## src/rtl/dma_pkg.sv

```systemverilog
// Shared definitions for the DMA copy engine: FSM encodings, descriptor layout.
package dma_pkg;

    localparam logic [3:0] ST_IDLE      = 4'd0;
    localparam logic [3:0] ST_DESC_REQ  = 4'd1;
    localparam logic [3:0] ST_DESC_WAIT = 4'd2;
    localparam logic [3:0] ST_CHECK     = 4'd3;
    localparam logic [3:0] ST_RD_REQ    = 4'd4;
    localparam logic [3:0] ST_RD_WAIT   = 4'd5;
    localparam logic [3:0] ST_WR        = 4'd6;
    localparam logic [3:0] ST_NEXT      = 4'd7;
    localparam logic [3:0] ST_DONE      = 4'd8;

    // A descriptor is four consecutive words: {src, dst, len_words, next_ptr}.
    localparam int          DESC_WORDS    = 4;
    localparam logic [31:0] DESC_OFF_SRC  = 32'd0;
    localparam logic [31:0] DESC_OFF_DST  = 32'd4;
    localparam logic [31:0] DESC_OFF_LEN  = 32'd8;
    localparam logic [31:0] DESC_OFF_NEXT = 32'd12;

    typedef struct packed {
        logic [31:0] src;
        logic [31:0] dst;
        logic [31:0] len;
    } desc_fields_t;

    // Byte offset of descriptor word idx within a descriptor.
    function automatic logic [31:0] desc_offset(input logic [1:0] idx);
        case (idx)
            2'd0:    desc_offset = DESC_OFF_SRC;
            2'd1:    desc_offset = DESC_OFF_DST;
            2'd2:    desc_offset = DESC_OFF_LEN;
            default: desc_offset = DESC_OFF_NEXT;
        endcase
    endfunction

endpackage

```

## src/rtl/dma_copy_engine_desc_fetch.sv

```systemverilog
// Descriptor word sequencer: tracks which of the four words is being fetched,
// drives the request/address, and captures src/dst/len as acks arrive.
// The next_ptr word (last) is taken directly from the ack data by the top.
module dma_desc_fetch
    import dma_pkg::*;
(
    input  logic        clk,
    input  logic        rst_n,
    input  logic        load,
    input  logic [31:0] ptr,
    input  logic        req_next,
    input  logic        ack_take,
    input  logic [31:0] ack_data,
    output logic        desc_read_req,
    output logic [31:0] desc_read_addr,
    output logic        last_word,
    output logic [31:0] desc_src,
    output logic [31:0] desc_dst,
    output logic [31:0] desc_len
);
    logic [31:0]  base_r;
    logic [31:0]  addr_r;
    logic [1:0]   idx_r;
    logic         req_r;
    desc_fields_t fields_r;

    assign desc_read_req  = req_r;
    assign desc_read_addr = addr_r;
    assign last_word      = (idx_r == 2'(DESC_WORDS - 1));
    assign desc_src       = fields_r.src;
    assign desc_dst       = fields_r.dst;
    assign desc_len       = fields_r.len;

    // Word index and address: restart at a new descriptor, advance on each ack.
    always_ff @(posedge clk or negedge rst_n) begin
        if (!rst_n) begin
            base_r <= 32'd0;
            addr_r <= 32'd0;
            idx_r  <= 2'd0;
        end else if (load) begin
            base_r <= ptr;
            addr_r <= ptr + desc_offset(2'd0);
            idx_r  <= 2'd0;
        end else if (ack_take) begin
            addr_r <= base_r + desc_offset(idx_r + 2'd1);
            idx_r  <= idx_r + 2'd1;
        end
    end

    // Request strobe is a registered copy of "FSM is entering DESC_REQ".
    always_ff @(posedge clk or negedge rst_n) begin
        if (!rst_n) begin
            req_r <= 1'b0;
        end else begin
            req_r <= req_next;
        end
    end

    // Capture descriptor fields in word order.
    always_ff @(posedge clk or negedge rst_n) begin
        if (!rst_n) begin
            fields_r <= '0;
        end else if (ack_take) begin
            case (idx_r)
                2'd0:    fields_r.src <= ack_data;
                2'd1:    fields_r.dst <= ack_data;
                2'd2:    fields_r.len <= ack_data;
                default: fields_r     <= fields_r;
            endcase
        end
    end

endmodule

```

## src/rtl/dma_copy_engine.sv

```systemverilog
// Single-channel word-copy DMA engine: register mode or linked-descriptor walk,
// one read then one write per word, with a sticky done flag and an irq pulse.
module dma_copy_engine
    import dma_pkg::*;
#(
    parameter int AW       = 32,
    parameter int DW       = 32,
    parameter int MAX_DESC = 16
) (
    input  logic          clk,
    input  logic          rst_n,
    input  logic          start,
    input  logic [63:0]   src_addr,
    input  logic [63:0]   dst_addr,
    input  logic [31:0]   len,
    input  logic          desc_mode,
    input  logic [31:0]   desc_ptr,
    input  logic          src_resident,
    input  logic          dst_resident,
    output logic          done,
    output logic          irq,
    output logic          mem_read_en,
    output logic [AW-1:0] mem_read_addr,
    input  logic [DW-1:0] mem_read_data,
    input  logic          mem_read_valid,
    output logic          mem_write_en,
    output logic [AW-1:0] mem_write_addr,
    output logic [DW-1:0] mem_write_data,
    output logic          desc_read_req,
    output logic [31:0]   desc_read_addr,
    input  logic          desc_read_ack,
    input  logic [31:0]   desc_read_data
);
    localparam int CW = $clog2(MAX_DESC + 1);

    logic [3:0]    state_r, state_next;
    logic [AW-1:0] cur_src_r, cur_dst_r;
    logic [31:0]   remaining_r, next_ptr_r;
    logic          desc_mode_r;
    logic [CW-1:0] desc_cnt_r;
    logic [DW-1:0] rd_data_r;
    logic          done_r, irq_r, rd_en_r, wr_en_r;
    logic          start_ok, fetch_take, fetch_last, fetch_load, enter_done, last_word;
    logic [31:0]   fetch_ptr, f_src, f_dst, f_len;
    logic          unused_addr_bits;

    assign unused_addr_bits = ^{src_addr[63:AW], dst_addr[63:AW]};

    assign start_ok   = start && ((state_r == ST_IDLE) || (state_r == ST_DONE));
    assign fetch_take = (state_r == ST_DESC_WAIT) && desc_read_ack;
    assign fetch_last = fetch_take && last_word;
    assign fetch_load = (start_ok && desc_mode) || ((state_r == ST_NEXT) && (state_next == ST_DESC_REQ));
    assign fetch_ptr  = (state_r == ST_NEXT) ? next_ptr_r : desc_ptr;
    assign enter_done = (state_next == ST_DONE) && (state_r != ST_DONE);

    assign done           = done_r;
    assign irq            = irq_r;
    assign mem_read_en    = rd_en_r;
    assign mem_read_addr  = cur_src_r;
    assign mem_write_en   = wr_en_r;
    assign mem_write_addr = cur_dst_r;
    assign mem_write_data = rd_data_r;

    dma_desc_fetch u_desc_fetch (
        .clk            (clk),
        .rst_n          (rst_n),
        .load           (fetch_load),
        .ptr            (fetch_ptr),
        .req_next       (state_next == ST_DESC_REQ),
        .ack_take       (fetch_take),
        .ack_data       (desc_read_data),
        .desc_read_req  (desc_read_req),
        .desc_read_addr (desc_read_addr),
        .last_word      (last_word),
        .desc_src       (f_src),
        .desc_dst       (f_dst),
        .desc_len       (f_len)
    );

    // Next-state decode; stray valid/ack outside the wait states fall through.
    always_comb begin
        state_next = state_r;
        case (state_r)
            ST_IDLE, ST_DONE: begin
                if (start) state_next = desc_mode ? ST_DESC_REQ : ST_CHECK;
                else       state_next = state_r;
            end
            ST_DESC_REQ:  state_next = ST_DESC_WAIT;
            ST_DESC_WAIT: begin
                if (desc_read_ack) state_next = last_word ? ST_CHECK : ST_DESC_REQ;
                else               state_next = ST_DESC_WAIT;
            end
            ST_CHECK: begin
                if (!(src_resident && dst_resident)) state_next = ST_DONE;
                else if (remaining_r == 32'd0)       state_next = ST_NEXT;
                else                                 state_next = ST_RD_REQ;
            end
            ST_RD_REQ:  state_next = ST_RD_WAIT;
            ST_RD_WAIT: begin
                if (mem_read_valid) state_next = ST_WR;
                else                state_next = ST_RD_WAIT;
            end
            ST_WR: begin
                if (remaining_r != 32'd1) state_next = ST_RD_REQ;
                else                      state_next = ST_NEXT;
            end
            ST_NEXT: begin
                if (desc_mode_r && (next_ptr_r != 32'd0) && (desc_cnt_r < CW'(MAX_DESC)))
                    state_next = ST_DESC_REQ;
                else
                    state_next = ST_DONE;
            end
            default: state_next = ST_IDLE;
        endcase
    end

    // State register plus strobes registered from the state being entered.
    always_ff @(posedge clk or negedge rst_n) begin
        if (!rst_n) begin
            state_r <= ST_IDLE;
            rd_en_r <= 1'b0;
            wr_en_r <= 1'b0;
            irq_r   <= 1'b0;
        end else begin
            state_r <= state_next;
            rd_en_r <= (state_next == ST_RD_REQ);
            wr_en_r <= (state_next == ST_WR);
            irq_r   <= enter_done;
        end
    end

    // Sticky done: cleared by an accepted start, set on entry to DONE.
    always_ff @(posedge clk or negedge rst_n) begin
        if (!rst_n)          done_r <= 1'b0;
        else if (start_ok)   done_r <= 1'b0;
        else if (enter_done) done_r <= 1'b1;
        else                 done_r <= done_r;
    end

    // Transfer context: latched at start or from a fetched descriptor, stepped per word.
    always_ff @(posedge clk or negedge rst_n) begin
        if (!rst_n) begin
            cur_src_r   <= '0;
            cur_dst_r   <= '0;
            remaining_r <= 32'd0;
            next_ptr_r  <= 32'd0;
            desc_mode_r <= 1'b0;
            desc_cnt_r  <= '0;
            rd_data_r   <= '0;
        end else if (start_ok) begin
            cur_src_r   <= src_addr[AW-1:0];
            cur_dst_r   <= dst_addr[AW-1:0];
            remaining_r <= len;
            next_ptr_r  <= 32'd0;
            desc_mode_r <= desc_mode;
            desc_cnt_r  <= '0;
        end else if (fetch_last) begin
            cur_src_r   <= AW'(f_src);
            cur_dst_r   <= AW'(f_dst);
            remaining_r <= f_len;
            next_ptr_r  <= desc_read_data;
            desc_cnt_r  <= desc_cnt_r + CW'(1);
        end else if ((state_r == ST_RD_WAIT) && mem_read_valid) begin
            rd_data_r   <= mem_read_data;
        end else if (state_r == ST_WR) begin
            cur_src_r   <= cur_src_r + AW'(4);
            cur_dst_r   <= cur_dst_r + AW'(4);
            remaining_r <= remaining_r - 32'd1;
        end
    end

endmodule

```

## config.mk

```make
export PLATFORM = sky130hd
export DESIGN_NAME = dma_copy_engine
export DESIGN_NICKNAME = d
export VERILOG_FILES = /design/src/rtl/dma_pkg.sv /design/src/rtl/dma_copy_engine_desc_fetch.sv /design/src/rtl/dma_copy_engine.sv
export SDC_FILE = /design/constraint.sdc
export NUM_CORES = 1
export LEC_CHECK = 0
export CORE_ASPECT_RATIO = 0.6
export CORE_UTILIZATION = 46
export DETAILED_ROUTE_END_ITERATION = 10
export PLACE_DENSITY = 0.77
export SLEW_MARGIN = 20
export SYNTH_ARGS = -nofsm -noshare
export SYNTH_HDL_FRONTEND = slang
export SYNTH_SLANG_ARGS = --single-unit
export TNS_END_PERCENT = 30
```

## constraint.sdc

```tcl
create_clock -name clk -period 2.36 [get_ports clk]
set_input_delay 0.236 -clock clk [delete_from_list [all_inputs] [get_ports clk]]
set_output_delay 0.236 -clock clk [all_outputs]
set_load 0.03 [all_outputs]
```

met1.png
Bar = 50 um. Supply wires on this layer in gray.
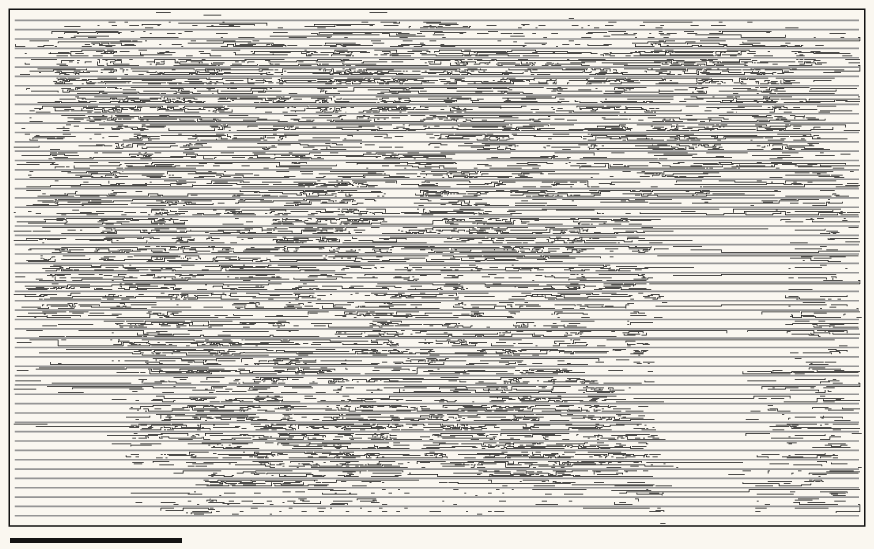
The wires run mostly horizontal. The layer carries 24.7 mm of wire.

met2.png
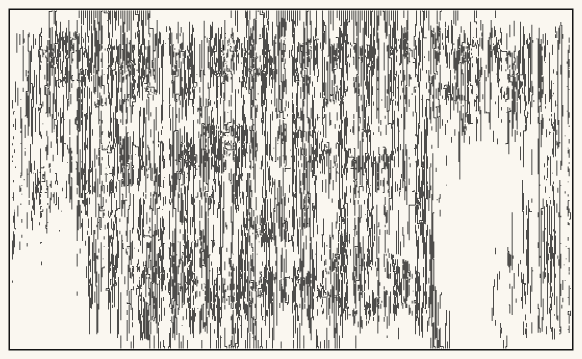
The layer carries 24.4 mm of wire. 1931 nets have wire on it.

==> results.tsv <==
stage	metric	value	unit
worst_setup_path	crit path DAT	2820	ps
drt	final wirelength	56500	um
clock_tree	clock-pin slew on the worst setup and hold paths	60	ps
worst_setup_path	Data required, critical path	2810	ps
clock_tree	htree depth	2	
sta	Worst Max-Slew Pin Slew	700	ps
synth	syn_area_per_cell	10.5	sq um
global_route	GR Util All Layers	30.2	%
synth	share of flip-flops with an asynchronous set or reset	100	%
drt	highest metal used	met5	
drt	metal2 WL	24400	um
die	# rows	53	
synth	net count after synthesis	1875	
worst_setup_path	slowest stage delay, CP	430	ps
worst_setup_path	startpoint types	flip-flop	
final_layout	Area growth, synth to finish	35.9	%
worst_setup_path	family with the most delay on the worst path	simple AND/OR/NAND/NOR gates	
final_layout	logic area	0.00790	sq mm
die	Die ar.	0.0372	sq mm
synth	EDFF count, synth	0	
synth	Largest logic family	AND-OR/OR-AND gates	
drt	First-pass DRT Iterations	6	
sta	cycle use final	100	%
final_layout	Core Util, Final	64.3	%
final_layout	multi-input combinational area share	34.7	%
worst_setup_path	CP max FO	3	
drt	vias per cell	6.09	
worst_setup_path	slowest CP cell	or4_1	
clock_tree	Root Buffer	clkbuf_16	
global_route	total congestion overflow	0	
power_and_ir_drop	Logic pwr share	45.0	%
place	pre-CTS setup slack	-41.5	ps
final_layout	Inserted Diodes	1	
sta	Fin. Hold Viols	0	
die	FP Util	47.3	%
sta	Setup WS post-layout	-8.54	ps
synth	Post-synth seq share	50.3	%
sta	Peak Freq	0.422	GHz
clock_tree	CTS buffer count	34	
synth	Ys Warns	0	
sta	Slew headroom	52.9	%
clock_tree	clk buf depth	3	
place	cell area after placement	0.0215	sq mm
final_layout	post-route cell area	0.0228	sq mm
sta	RSZ-0062 raised after global routing	yes	
final_layout	Logic Gate Count	1106	
final_layout	post-layout net count	2264	
die	# Taps	467	
power_and_ir_drop	Tot Pwr	28.6	mW
global_route	initial antenna violation count	2	
final_layout	Non-CTS inverters	49	
power_and_ir_drop	Seq pwr share	35.3	%
flow_run	maxcap violations	0	
outcome	failing checks	negative setup slack	
clock_tree	CTS Sinks	337	
final_layout	Seq area share	37.0	%
worst_setup_path	CP Class	reg -> reg	
synth	XORs/XNORs by Area	2.40	%
hold_path	Hold Crit Class	in -> reg	
sta	final setup fails	1	
synth	Post-synth regs	337	
power_and_ir_drop	Max IR drop VDD	0.631	mV
final_layout	ClkCell Share	5.00	%
synth	Cells after Synth	1598	
worst_setup_path	crit-path cells	inv_2 -> ha_4 -> ha_1 -> a21oi_2 -> or3_1 -> or4_1 -> a31o_2 -> mux2i_1	
drt	met1 wire length	24700	um
synth	Synth Area in Compound Gates	14.9	%
power_and_ir_drop	Leak	9.63	nW
final_layout	Non-clock buffering overhead	19.9	%
outcome	run status	finished, violations left	
global_route	largest net degree at the start of global routing	71	
place	port buffer count	332	
synth	synthesized area	0.0168	sq mm
final_layout	layout cells sized above 1	17.8	%
sta	skew final	24.1	ps
synth	synth unique cells	68	
synth	cells in synth_stat.txt	1598	
drt	remaining antenna violation count	0	
final_layout	clkbuf count	51	
final_layout	nonclk buf count	459	
synth	largest area contributor in the netlist	dfrtp_1	
clock_tree	CTS tree	built	
synth	Yosys top cell by instances	dfrtp_1	
global_route	vias in the first global route	14900	
die	die width	248	um
sta	Final min period	2370	ps
drt	Wirelength per Cell	22.8	um
synth	Synth top cells by count	337 x dfrtp_1, 153 x nand2_1, 135 x mux2_2	
synth	yosys stat chip area	0.0168	sq mm
place	final RePlAce weighted congestion	0.952	
sta	setup TNS	-8.54	ps
final_layout	Reg area	0.00843	sq mm
die	boundary pin count	397	
die	die height	150	um
power_and_ir_drop	Net Switching	11.4	mW
met3.png
Bar = 50 um. Cells faint in the background.
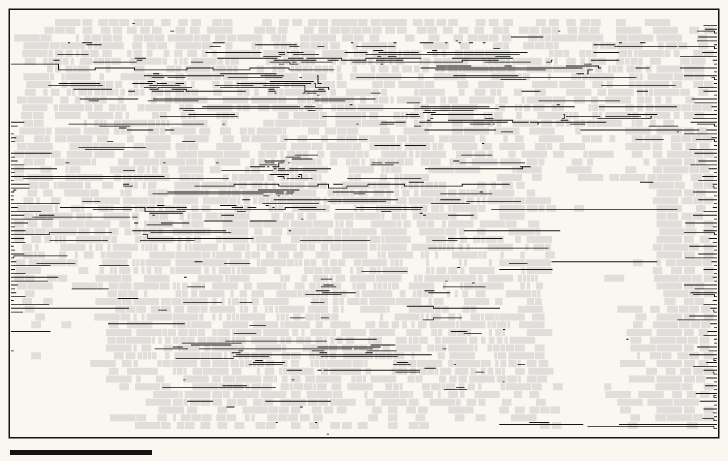
The wires run mostly horizontal. 369 nets have wire on it. The layer holds 9.7% of the routed length. The longest straight run is 112 um. The layer carries 5450 um of wire.

met4.png
Supply wires on this layer in gray.
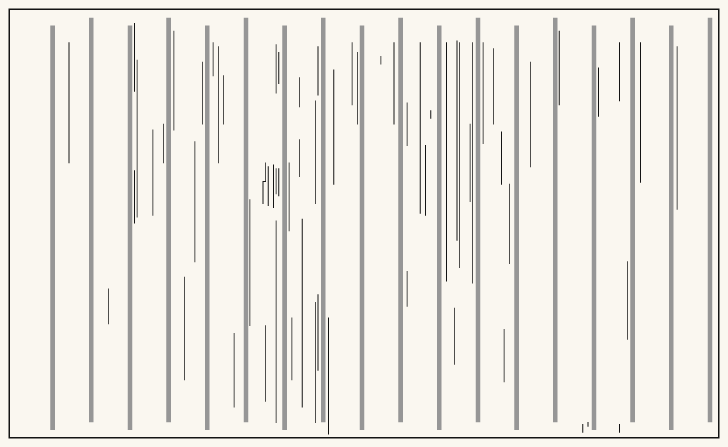
44 nets have wire on it. The layer carries 1920 um of wire. The wires run mostly vertical. The longest straight run is 84.3 um.

[final timing paths]
check / start / endpoint / slack [ps] / depth (start not counted)
max in group asynchronous: rst_n / mem_write_addr[3] / 1230 / 3
min: len[2] / remaining_r[2] / 250 / 3
max: u_desc_fetch.idx_r[0] / u_desc_fetch.desc_read_addr[23] / -9 / 8
max reg2reg: u_desc_fetch.idx_r[0] / u_desc_fetch.desc_read_addr[23] / -9 / 8
min reg2reg: desc_mode_r / desc_mode_r / 470 / 2
min in group asynchronous: rst_n / u_desc_fetch.desc_dst[28] / 260 / 2
[worst register-to-register path, delay by kind of cell (launching register included)]
kind | cells | cell delay [ps]
buf+inv | 1 | 110
compound gates | 2 | 300
flops | 1 | 400
fa+ha+maj | 2 | 530
simple gates | 2 | 840
mux | 1 | 120
[registers in the layout (all words and copies together), names as in the netlist, 4 cells and up]
register                     flops
state_r                          4
u_desc_fetch.desc_src           32
u_desc_fetch.base_r             32
u_desc_fetch.desc_read_addr     32
desc_cnt_r                       5
mem_read_addr                   32
next_ptr_r                      32
u_desc_fetch.desc_dst           32
mem_write_addr                  32
mem_write_data                  32
remaining_r                     32
u_desc_fetch.desc_len           32
[layer usage]
metal,GRT usage [%],up-vias
met2,44.7,811
met3,7.13,144
li1,-,6749
met1,43.3,7390
met4,10.3,4
met5,0,-
[power by group through the flow]
| stage | clock (mW) | combinational [mW] | sequential, mW |
|---|---|---|---|
| after floorplan | 0 | 5.69 | 11.5 |
| after global placement | 0 | 12.3 | 10.0 |
| after detailed placement | 0 | 12.6 | 10.1 |
| after CTS | 5.73 | 12.7 | 10.0 |
| after global routing | 5.93 | 13.7 | 10.4 |
| final | 5.63 | 12.9 | 10.1 |
[cell usage in the layout (no fill, tap or decap), types with 7 or more instances in the layout]
| master | count |
|---|---|
| nor3_1 | 30 |
| a21oi_1 | 58 |
| o22ai_1 | 76 |
| mux2i_1 | 78 |
| o21ai_0 | 72 |
| and3_1 | 11 |
| o211ai_1 | 9 |
| mux2_2 | 135 |
| dfrtp_1 | 337 |
| nor4_1 | 37 |
| a31oi_1 | 21 |
| a22oi_1 | 7 |
| buf_12 | 20 |
| nand2_1 | 152 |
| buf_4 | 103 |
| or3_1 | 10 |
| o2bb2ai_1 | 18 |
| o22a_1 | 11 |
| nand4_1 | 25 |
| a211oi_1 | 16 |
| o221ai_1 | 7 |
| and4_1 | 14 |
| inv_1 | 48 |
| clkdlybuf4s50_1 | 331 |
| clkbuf_16 | 37 |
| a21o_1 | 7 |
| xnor2_1 | 31 |
| nor4_2 | 7 |
| xor2_1 | 15 |
| o31ai_1 | 13 |
| nand3_1 | 47 |
| or4_1 | 10 |
| clkbuf_1 | 11 |
| ha_1 | 11 |
| a311oi_1 | 7 |
| nor2_1 | 67 |
[what timing repair did]
item | in CTS | in global routing
hold buffers | 1 | 0
buffers inserted | 0 | 3
endpoints found under the hold margin | 61 | 0
endpoints found under the setup margin | 2 | 78
pin swaps | 0 | 8
cloned | 0 | 1
resized | 1 | 27
[through the flow]
stage,cells,hold WS [ps]
6_report,2480,252
5_1_grt,2479,266
3_3_place_gp,2413,240
2_1_floorplan,1598,-59.6
3_5_place_dp,2413,247
4_1_cts,2475,232
No activity file was given, so power comes from the tool's default toggle rates.
